$ cat src/rtl/pi_ctrl_pkg.sv
// Shared FSM state encoding, default widths and a signed clamp helper for the PI controller.
// Purely combinational definitions; no latency or backpressure of its own.
package pi_ctrl_pkg;

   typedef enum logic [1:0] {S_IDLE, S_MUL, S_SAT, S_UPD} state_t;

   localparam int DEF_DATA_W = 32;
   localparam int DEF_COEF_W = 16;
   localparam int DEF_ACC_W  = 40;

   // Wide enough for every intermediate the controller clamps.
   localparam int CLAMP_W = 128;

   function automatic logic signed [CLAMP_W-1:0] sclamp(
      input logic signed [CLAMP_W-1:0] val,
      input logic signed [CLAMP_W-1:0] lo,
      input logic signed [CLAMP_W-1:0] hi
   );
      if (val > hi) return hi;
      if (val < lo) return lo;
      return val;
   endfunction

endpackage

$ cat src/rtl/sat_clamp.sv
// Signed saturating narrowing from IN_W to OUT_W bits within [MIN, MAX].
// Combinational, zero latency; no flow control.
module sat_clamp
   import pi_ctrl_pkg::*;
#(
   parameter int                      IN_W  = 48,
   parameter int                      OUT_W = 32,
   parameter logic signed [OUT_W-1:0] MIN   = {1'b1, {(OUT_W-1){1'b0}}},
   parameter logic signed [OUT_W-1:0] MAX   = {1'b0, {(OUT_W-1){1'b1}}}
) (
   input  logic signed [IN_W-1:0]  in_dat,
   output logic signed [OUT_W-1:0] out_dat
);

   logic signed [CLAMP_W-1:0] res;

   always_comb begin
      res     = sclamp(CLAMP_W'(in_dat), CLAMP_W'(MIN), CLAMP_W'(MAX));
      out_dat = OUT_W'(res);
   end

endmodule

$ cat src/rtl/pi_sat_ctrl.sv
// Pipelined saturating PI controller with back-calculation anti-windup; PI_SAT_PRELOAD_EN adds integrator preload.
// Latency: i_valid in cycle N -> o_valid in N+3; samples arriving while o_busy is high are dropped.
module pi_sat_ctrl
   import pi_ctrl_pkg::*;
#(
   parameter int                       DATA_W    = DEF_DATA_W,
   parameter int                       COEF_W    = DEF_COEF_W,
   parameter int                       ACC_W     = DEF_ACC_W,
   parameter logic signed [COEF_W-1:0] Kp        = COEF_W'(1),
   parameter logic signed [COEF_W-1:0] TsKi      = COEF_W'(0),
   parameter logic signed [COEF_W-1:0] Kaw       = COEF_W'(0),
   parameter int                       shift_Kp  = 0,
   parameter int                       shift_Ki  = 0,
   parameter int                       shift_Kaw = 0,
   parameter logic signed [DATA_W-1:0] OUT_MAX   = {1'b0, {(DATA_W-1){1'b1}}},
   parameter logic signed [DATA_W-1:0] OUT_MIN   = {1'b1, {(DATA_W-1){1'b0}}}
) (
   input  logic                     i_CLK,
   input  logic                     i_RST,
   input  logic                     i_valid,
   input  logic signed [DATA_W-1:0] i_err,
   input  logic                     i_hold,
   input  logic                     i_clear,
`ifdef PI_SAT_PRELOAD_EN
   input  logic                     i_preload,
   input  logic signed [ACC_W-1:0]  i_preload_val,
`endif
   output logic signed [DATA_W-1:0] o_PI,
   output logic                     o_valid,
   output logic                     o_busy,
   output logic                     o_sat
);

   localparam int P_W   = DATA_W + COEF_W;
   localparam int SUM_W = ACC_W + 2;
   localparam int I_W   = ACC_W + COEF_W;
   localparam int U_W   = I_W + 1;
   localparam int D_W   = U_W + 1;
   localparam int AW_W  = D_W + COEF_W;
   localparam logic signed [ACC_W-1:0] ACC_MAX = {1'b0, {(ACC_W-1){1'b1}}};
   localparam logic signed [ACC_W-1:0] ACC_MIN = {1'b1, {(ACC_W-1){1'b0}}};

   state_t                   state, state_nxt;
   logic signed [DATA_W-1:0] e_r;
   logic signed [P_W-1:0]    p_r, p_nxt, p_sh;
   logic signed [ACC_W-1:0]  acc, aw_term, acc_tmp_r, acc_tmp_nxt, acc_sum_c, aw_c;
   logic signed [SUM_W-1:0]  acc_sum;
   logic signed [I_W-1:0]    i_prod, i_sh;
   logic signed [U_W-1:0]    u_unsat, u_unsat_r;
   logic signed [DATA_W-1:0] u_c;
   logic                     sat_c;
   logic signed [D_W-1:0]    u_diff;
   logic signed [AW_W-1:0]   aw_prod, aw_sh;

   always_comb begin
      state_nxt = state;
      o_busy    = 1'b1;
      o_valid   = 1'b0;
      case (state)
         S_IDLE: begin
            o_busy = 1'b0;
            if (i_valid) state_nxt = S_MUL;
         end
         S_MUL:   state_nxt = S_SAT;
         S_SAT:   state_nxt = S_UPD;
         S_UPD: begin
            o_valid   = 1'b1;
            state_nxt = S_IDLE;
         end
         default: state_nxt = S_IDLE;
      endcase
   end

   // Every sum is widened before clamping so nothing can wrap.
   always_comb begin
      p_nxt       = P_W'(Kp) * P_W'(e_r);
      acc_sum     = SUM_W'(acc) + SUM_W'(e_r) - SUM_W'(aw_term);
      acc_tmp_nxt = i_hold ? acc : acc_sum_c;
      i_prod      = I_W'(TsKi) * I_W'(acc_tmp_r);
      p_sh        = p_r >>> shift_Kp;
      i_sh        = i_prod >>> shift_Ki;
      u_unsat     = U_W'(p_sh) + U_W'(i_sh);
      sat_c       = (U_W'(u_c) != u_unsat);
      u_diff      = D_W'(u_unsat_r) - D_W'(o_PI);
      aw_prod     = AW_W'(Kaw) * AW_W'(u_diff);
      aw_sh       = aw_prod >>> shift_Kaw;
   end

   sat_clamp #(.IN_W(SUM_W), .OUT_W(ACC_W), .MIN(ACC_MIN), .MAX(ACC_MAX))
      u_acc_clamp (.in_dat(acc_sum), .out_dat(acc_sum_c));

   sat_clamp #(.IN_W(U_W), .OUT_W(DATA_W), .MIN(OUT_MIN), .MAX(OUT_MAX))
      u_out_clamp (.in_dat(u_unsat), .out_dat(u_c));

   sat_clamp #(.IN_W(AW_W), .OUT_W(ACC_W), .MIN(ACC_MIN), .MAX(ACC_MAX))
      u_aw_clamp (.in_dat(aw_sh), .out_dat(aw_c));

   // Outputs register at the end of S_SAT so o_PI is already valid while o_valid pulses in S_UPD.
   always_ff @(posedge i_CLK) begin
      if (i_RST) begin
         state     <= S_IDLE;
         e_r       <= '0;
         p_r       <= '0;
         acc_tmp_r <= '0;
         u_unsat_r <= '0;
         acc       <= '0;
         aw_term   <= '0;
         o_PI      <= '0;
         o_sat     <= 1'b0;
      end else begin
         state <= state_nxt;
         if (state == S_IDLE && i_valid) e_r <= i_err;
         if (state == S_MUL) begin
            p_r       <= p_nxt;
            acc_tmp_r <= acc_tmp_nxt;
         end
         if (state == S_SAT) begin
            u_unsat_r <= u_unsat;
            o_PI      <= u_c;
            o_sat     <= sat_c;
         end
         if (i_clear) begin
            acc     <= '0;
            aw_term <= '0;
         end
`ifdef PI_SAT_PRELOAD_EN
         else if (i_preload) begin
            acc     <= i_preload_val;
            aw_term <= '0;
         end
`endif
         else if (state == S_UPD) begin
            acc     <= acc_tmp_r;
            aw_term <= o_sat ? aw_c : '0;
         end
      end
   end

endmodule

$ cat config.mk
export PLATFORM = sky130hd
export DESIGN_NAME = pi_sat_ctrl
export DESIGN_NICKNAME = d
export VERILOG_FILES = /design/src/rtl/pi_ctrl_pkg.sv /design/src/rtl/sat_clamp.sv /design/src/rtl/pi_sat_ctrl.sv
export SDC_FILE = /design/constraint.sdc
export NUM_CORES = 1
export LEC_CHECK = 0
export ABC_AREA = 1
export CORE_MARGIN = 2
export CORE_UTILIZATION = 25
export CTS_BUF_LIST = sky130_fd_sc_hd__clkbuf_4
export DETAILED_ROUTE_END_ITERATION = 10
export GPL_TIMING_DRIVEN = 1
export SLEW_MARGIN = 20
export SYNTH_ARGS = -nofsm -noshare
export SYNTH_HDL_FRONTEND = slang
export SYNTH_HIERARCHICAL = 1
export SYNTH_SLANG_ARGS = --single-unit
$ cat constraint.sdc
create_clock -name i_CLK -period 3.65 [get_ports i_CLK]
set_input_delay 1.095 -clock i_CLK [delete_from_list [all_inputs] [get_ports i_CLK]]
set_output_delay 1.095 -clock i_CLK [all_outputs]
set_load 0.02 [all_outputs]
run_1/congestion_map.png
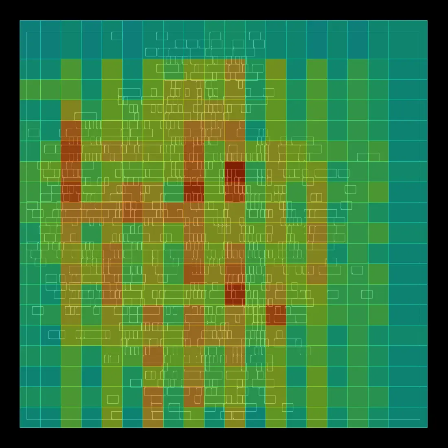
wire per inst: 11.4 um
global-route usage over all layers: 11.6%
Most Crowded Layer GR: met2
met3 Use GR: 2.13%
Layout Utilization: 31.1%

run_1/class_map.png
Bar = 50 um. Fill, decap, tap and diode cells in gray.
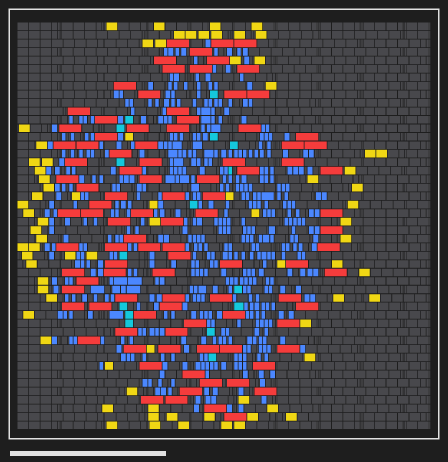
[remaining buffers and delay cells] yellow | cells: 77 | share of their area: 15%
[registers] red | cells: 99 | share of their area: 39%
[clock drivers and dummy loads] cyan | cells: 16 | share of their area: 2.3%
[remaining logic cells] blue | cells: 518 | share of their area: 44%
fraction of area in registers: 36.9%
post-route cell area: 5370 um2
Core ar.: 17300 um2
floorplan row count: 48

run_1/port_trees.png
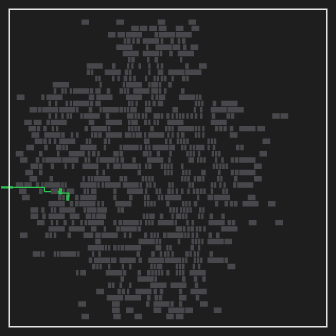
[`i_valid`] green | bits: 1 | direction: input | edge: left | end cells: 2 | buffers: 1 | wire: 25.9 um
Port Buffers: 69
I/O pin cnt: 72

==> flow_summary.yaml, run 1 <==
# generated from flow reports
status:
  status: "complete, no violations"
timing:
  hold_viol_final: 0
  fin_crit_ns: 2.95
  max-slew-margin-rel_pct: 44.4
  worst_pin_slew_ns: 0.834
  skew_ns: 0.0153
  rsz0062_at_grt: "false"
clock_tree:
  cts_num_sinks: 99
  path_clk_slew_ns: 0.14
  cts_root_buffer: "clkbuf_4"
  insertion_delay_ns: 0.46
  cts_setup_buffers: 0
  ctsHoldBuffers: 0
grt:
  grt_pass1_wl_mm: 17.2
  grt_max_degree: 59
  gr-total-overflow: 0
floorplan:
  die_y_um: 137
  fp_util_pct: 25.6
critical_path:
  startpoint_type: "register"
  worstSetupEndpointType: "primary output"
  critical_path.max_fanout: 4
  ff2ff_path_depth: 16
  cp.arrival_ns: 1.85
  timing.rr.end: "o_sat$_SDFFE_PP0P_"
  rrSetupSlack_ns: 0.95
  required_ns: 2.55
pwr:
  ir_worst_vdd_mv: 0.238
  powerDensity_nw_per_um2: 816
  leakage_nw: 2.24
layout:
  final_nets: 747
  num-fill-cells: 1917
yosys:
  yosysTopAreaCell: "dfxtp_1"
  ys_ff: 99
  syn_area_um2: 4430
  syn_avg_cell_area_um2: 6.79
  yosys_area_um2: 4430
  ys_seq_share_pct: 44.7
detailed_routing:
  via_per_inst: 4.20
  antenna_left: 0
hold_path:
  min_to: "e_r[9]$_SDFFE_PP0P_"
  hold_path.class: "register to register"
  hold_start: "e_r[9]$_SDFFE_PP0P_"
  min_path_cells: 2
flow_run:
  drv_cap: 0
  tool_warnings: 32
run 1: cells in the final DEF (no fill, tap or decap):
master	count
a211oi_1	1
a21oi_1	38
buf_4	8
clkbuf_4	12
clkdlybuf4s50_1	69
clkinv_1	1
clkinv_4	1
clkinvlp_4	2
dfxtp_1	99
ha_1	5
inv_1	43
inv_2	2
nand2_1	148
nand2_2	1
nand3_1	2
nand4_1	1
nor2_1	160
nor3_1	1
o211ai_1	1
o21a_1	1
o21ai_0	97
o21ai_1	6
o21bai_2	1
xnor2_1	9
xor2_1	1
run 1: worst max-delay path: stages (launching register included):
cell and delay (ns):
dfxtp_1 0.38, inv_1 0.10, ha_1 0.23, inv_1 0.07, clkdlybuf4s50_1 0.62
run 1: flip-flops by register name, summed over array words and instances, names as in the netlist:
name	flops
state	2
p_r	32
e_r	32
o_PI	32
o_sat	1
run 1: report_power, final:
part	switching (mW)	internal [mW]	leakage, nW
combinational	1.35	0.814	1.36
sequential	0.232	1.46	0.816
clock	0.361	0.163	0.0612
total	1.95	2.44	2.24
run 1: logic make-up after synthesis:
group | count (synthesis) | share of synthesized area [%]
AND/OR/NAND/NOR | 313 | 26.7
AND-OR/OR-AND | 145 | 16.7
flip-flops | 99 | 44.7
buffers and inverters | 81 | 8.55
XOR/XNOR | 10 | 1.98
adder cells (fa/ha/maj) | 5 | 1.41
run 1: synthesized netlist by cell type:
| cell type | instances |
|---|---|
| nand2_2 | 1 |
| nor2_1 | 160 |
| nand3_1 | 2 |
| o21ai_1 | 6 |
| ha_1 | 5 |
| o211ai_1 | 1 |
| a211oi_1 | 1 |
| buf_2 | 8 |
| o21bai_2 | 1 |
| xor2_1 | 1 |
| nand2_1 | 148 |
| nor3_1 | 1 |
| nand4_1 | 1 |
| xnor2_1 | 9 |
| o21a_1 | 1 |
| dfxtp_1 | 99 |
| inv_1 | 43 |
| clkbuf_2 | 1 |
| buf_4 | 7 |
| clkbuf_1 | 15 |
| o21ai_0 | 97 |
| a21oi_1 | 38 |
| buf_6 | 5 |
| inv_2 | 2 |
run 1: area by class of cell:
cell class                      instances  area (um2)  area share, %
Timing Repair Buffer                   77         751           14.0
Clock inverter                          4        27.5          0.512
Tap cell                              225         282           5.24
Multi-Input combinational cell        473        2070           38.6
Inverter                               45         169           3.14
Sequential cell                        99        1980           36.9
Clock buffer                           12        90.1           1.68
run 1: routing by layer:
metal / global-route usage (%) / part of all wire, % / wire (um)
met5: 0 / 0 / 0
met4: 4.47 / 1.5 / 164
met3: 2.13 / 3.4 / 365
met2: 17.5 / 42 / 4430
met1: 16.5 / 53 / 5660
run 1: through the flow:
stage / power, mW / cell area (um2) / worst slack, ns
global placement: 3.88 / 5260 / 0.935
CTS: 4.44 / 5370 / 0.660
global route: 4.81 / 5370 / 0.570
detailed placement: 3.91 / 5260 / 0.942
finish: 4.38 / 5370 / 0.703
floorplan: 3.29 / 4430 / 1.03
==> run 2: changes to the inputs <==
==> constraint.sdc (replaced) <==
create_clock -name i_CLK -period 3 [get_ports i_CLK]
set_input_delay 0.9 -clock i_CLK [delete_from_list [all_inputs] [get_ports i_CLK]]
set_output_delay 0.9 -clock i_CLK [all_outputs]
set_load 0.02 [all_outputs]
run_2/m4.png
Bar = 50 um. Supply wires on this layer in gray.
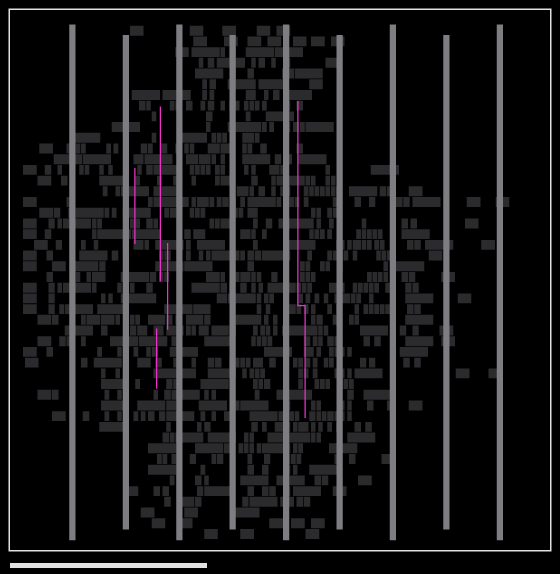
nets with wire on the layer: 2
longest straight run: 51.8 um
wire length on this layer: 182 um
main direction: vertical
WL final: 10.5 mm
via count: 3913

==> flow_summary.yaml, run 2 <==
# generated from flow reports
floorplan:
  pin_count: 72
  die_y_um: 137
  std_cell_rows: 48
  fp_util_pct: 25.6
yosys:
  ff_type: "dfxtp_1"
  ys_seq_share_pct: 44.7
  synth-edff-count: 0
  yosys_area_um2: 4430
  yosysMostFrequentCell: "nor2_1"
layout:
  final_nets: 749
  reg.largest.list: "e_r: 32 flops, o_PI: 32 flops, p_r: 32 flops"
  fin_util_pct: 31.6
  layout.cells.most_common: "nor2_1"
  num-fill-cells: 1928
placement:
  dp_slack_ns: 0.634
detailed_routing:
  via_per_inst: 4.18
  antenna_left: 0
critical_path:
  critPathBufInv: 3
  path_delay_family: "buffers and inverters"
  required_ns: 2.10
  cp_slowest_cell: "clkdlybuf4s50_1"
  crit_chain: "inv_1 > ha_1 > inv_1 > clkdlybuf4s50_1"
  cpPeakStageDelay_ns: 0.62
  cp.arrival_ns: 1.86
clock_tree:
  cts_root_buffer: "clkbuf_4"
  cts_num_sinks: 99
  path_clk_slew_ns: 0.14
status:
  status: "complete, no violations"
pwr:
  leakage_nw: 2.28
grt:
  grt_pass1_wl_mm: 17.6
  gr-total-overflow: 0
  grt_max_degree: 93
timing:
  skew_ns: 0.0176
  worst_slack_ns: 0.235
  max-slew-margin-rel_pct: 59.6
hold_path:
  hold_path.class: "register to register"
flow_run:
  tool_warnings: 32
==> run 2: cell counts after synthesis <==
No cell type changed its count.
==> run 2: power breakdown <==
group          leakage [nW]  internal [mW]  switching [mW]
registers             0.816           1.78           0.294
clock network        0.0845          0.329           0.435
logic                  1.38           1.04            1.64
==> run 2: cell type report <==
type                            count  area, um2  area share (%)
Clock buffer                        9       67.6            1.24
Clock inverter                      7       82.6            1.51
Inverter                           45        169            3.09
Multi-Input combinational cell    473       2070            38.0
Sequential cell                    99       1980            36.3
Tap cell                          225        282            5.16
Timing Repair Buffer               79        803            14.7
==> run 2: worst register-to-register path: cells and delay by family, from the launching register on <==
family,cells,cell delay [ns]
buffers and inverters,3,0.51
AND/OR/NAND/NOR,16,1.40
flip-flops,1,0.38
==> run 2: path summary, 6_finish.rpt <==
| check | slack, ns | to | cells after the start | from |
|---|---|---|---|---|
| min | 0.50 | e_r[5]$_SDFFE_PP0P_ | 2 | e_r[5]$_SDFFE_PP0P_ |
| min reg2reg | 0.50 | e_r[5]$_SDFFE_PP0P_ | 2 | e_r[5]$_SDFFE_PP0P_ |
| max reg2reg | 0.62 | o_sat$_SDFFE_PP0P_ | 19 | p_r[31]$_SDFFE_PP0N_ |
| max | 0.24 | o_busy | 4 | state[0]$_SDFFE_PP0P_ |
==> run 2: cells by family (layout without fill, tap and decap cells) <==
| logic type | Yosys count | after routing | synth area share (%) |
|---|---|---|---|
| buf+inv | 81 | 140 | 8.55 |
| compound gates | 145 | 145 | 16.7 |
| simple gates | 313 | 313 | 26.7 |
| flops | 99 | 99 | 44.7 |
| xor+xnor | 10 | 10 | 1.98 |
| fa+ha+maj | 5 | 5 | 1.41 |
==> run 2: layer usage <==
metal	vias to the layer above	GRT usage, %	part of all wire (%)
met5	-	0	0
met1	1675	16.1	51
met2	59	18.6	42
met4	0	4.81	1.7
met3	14	2.65	5.3
li1	2165	-	-
Power figures rest on the tool's default switching activity, not on a simulated workload.
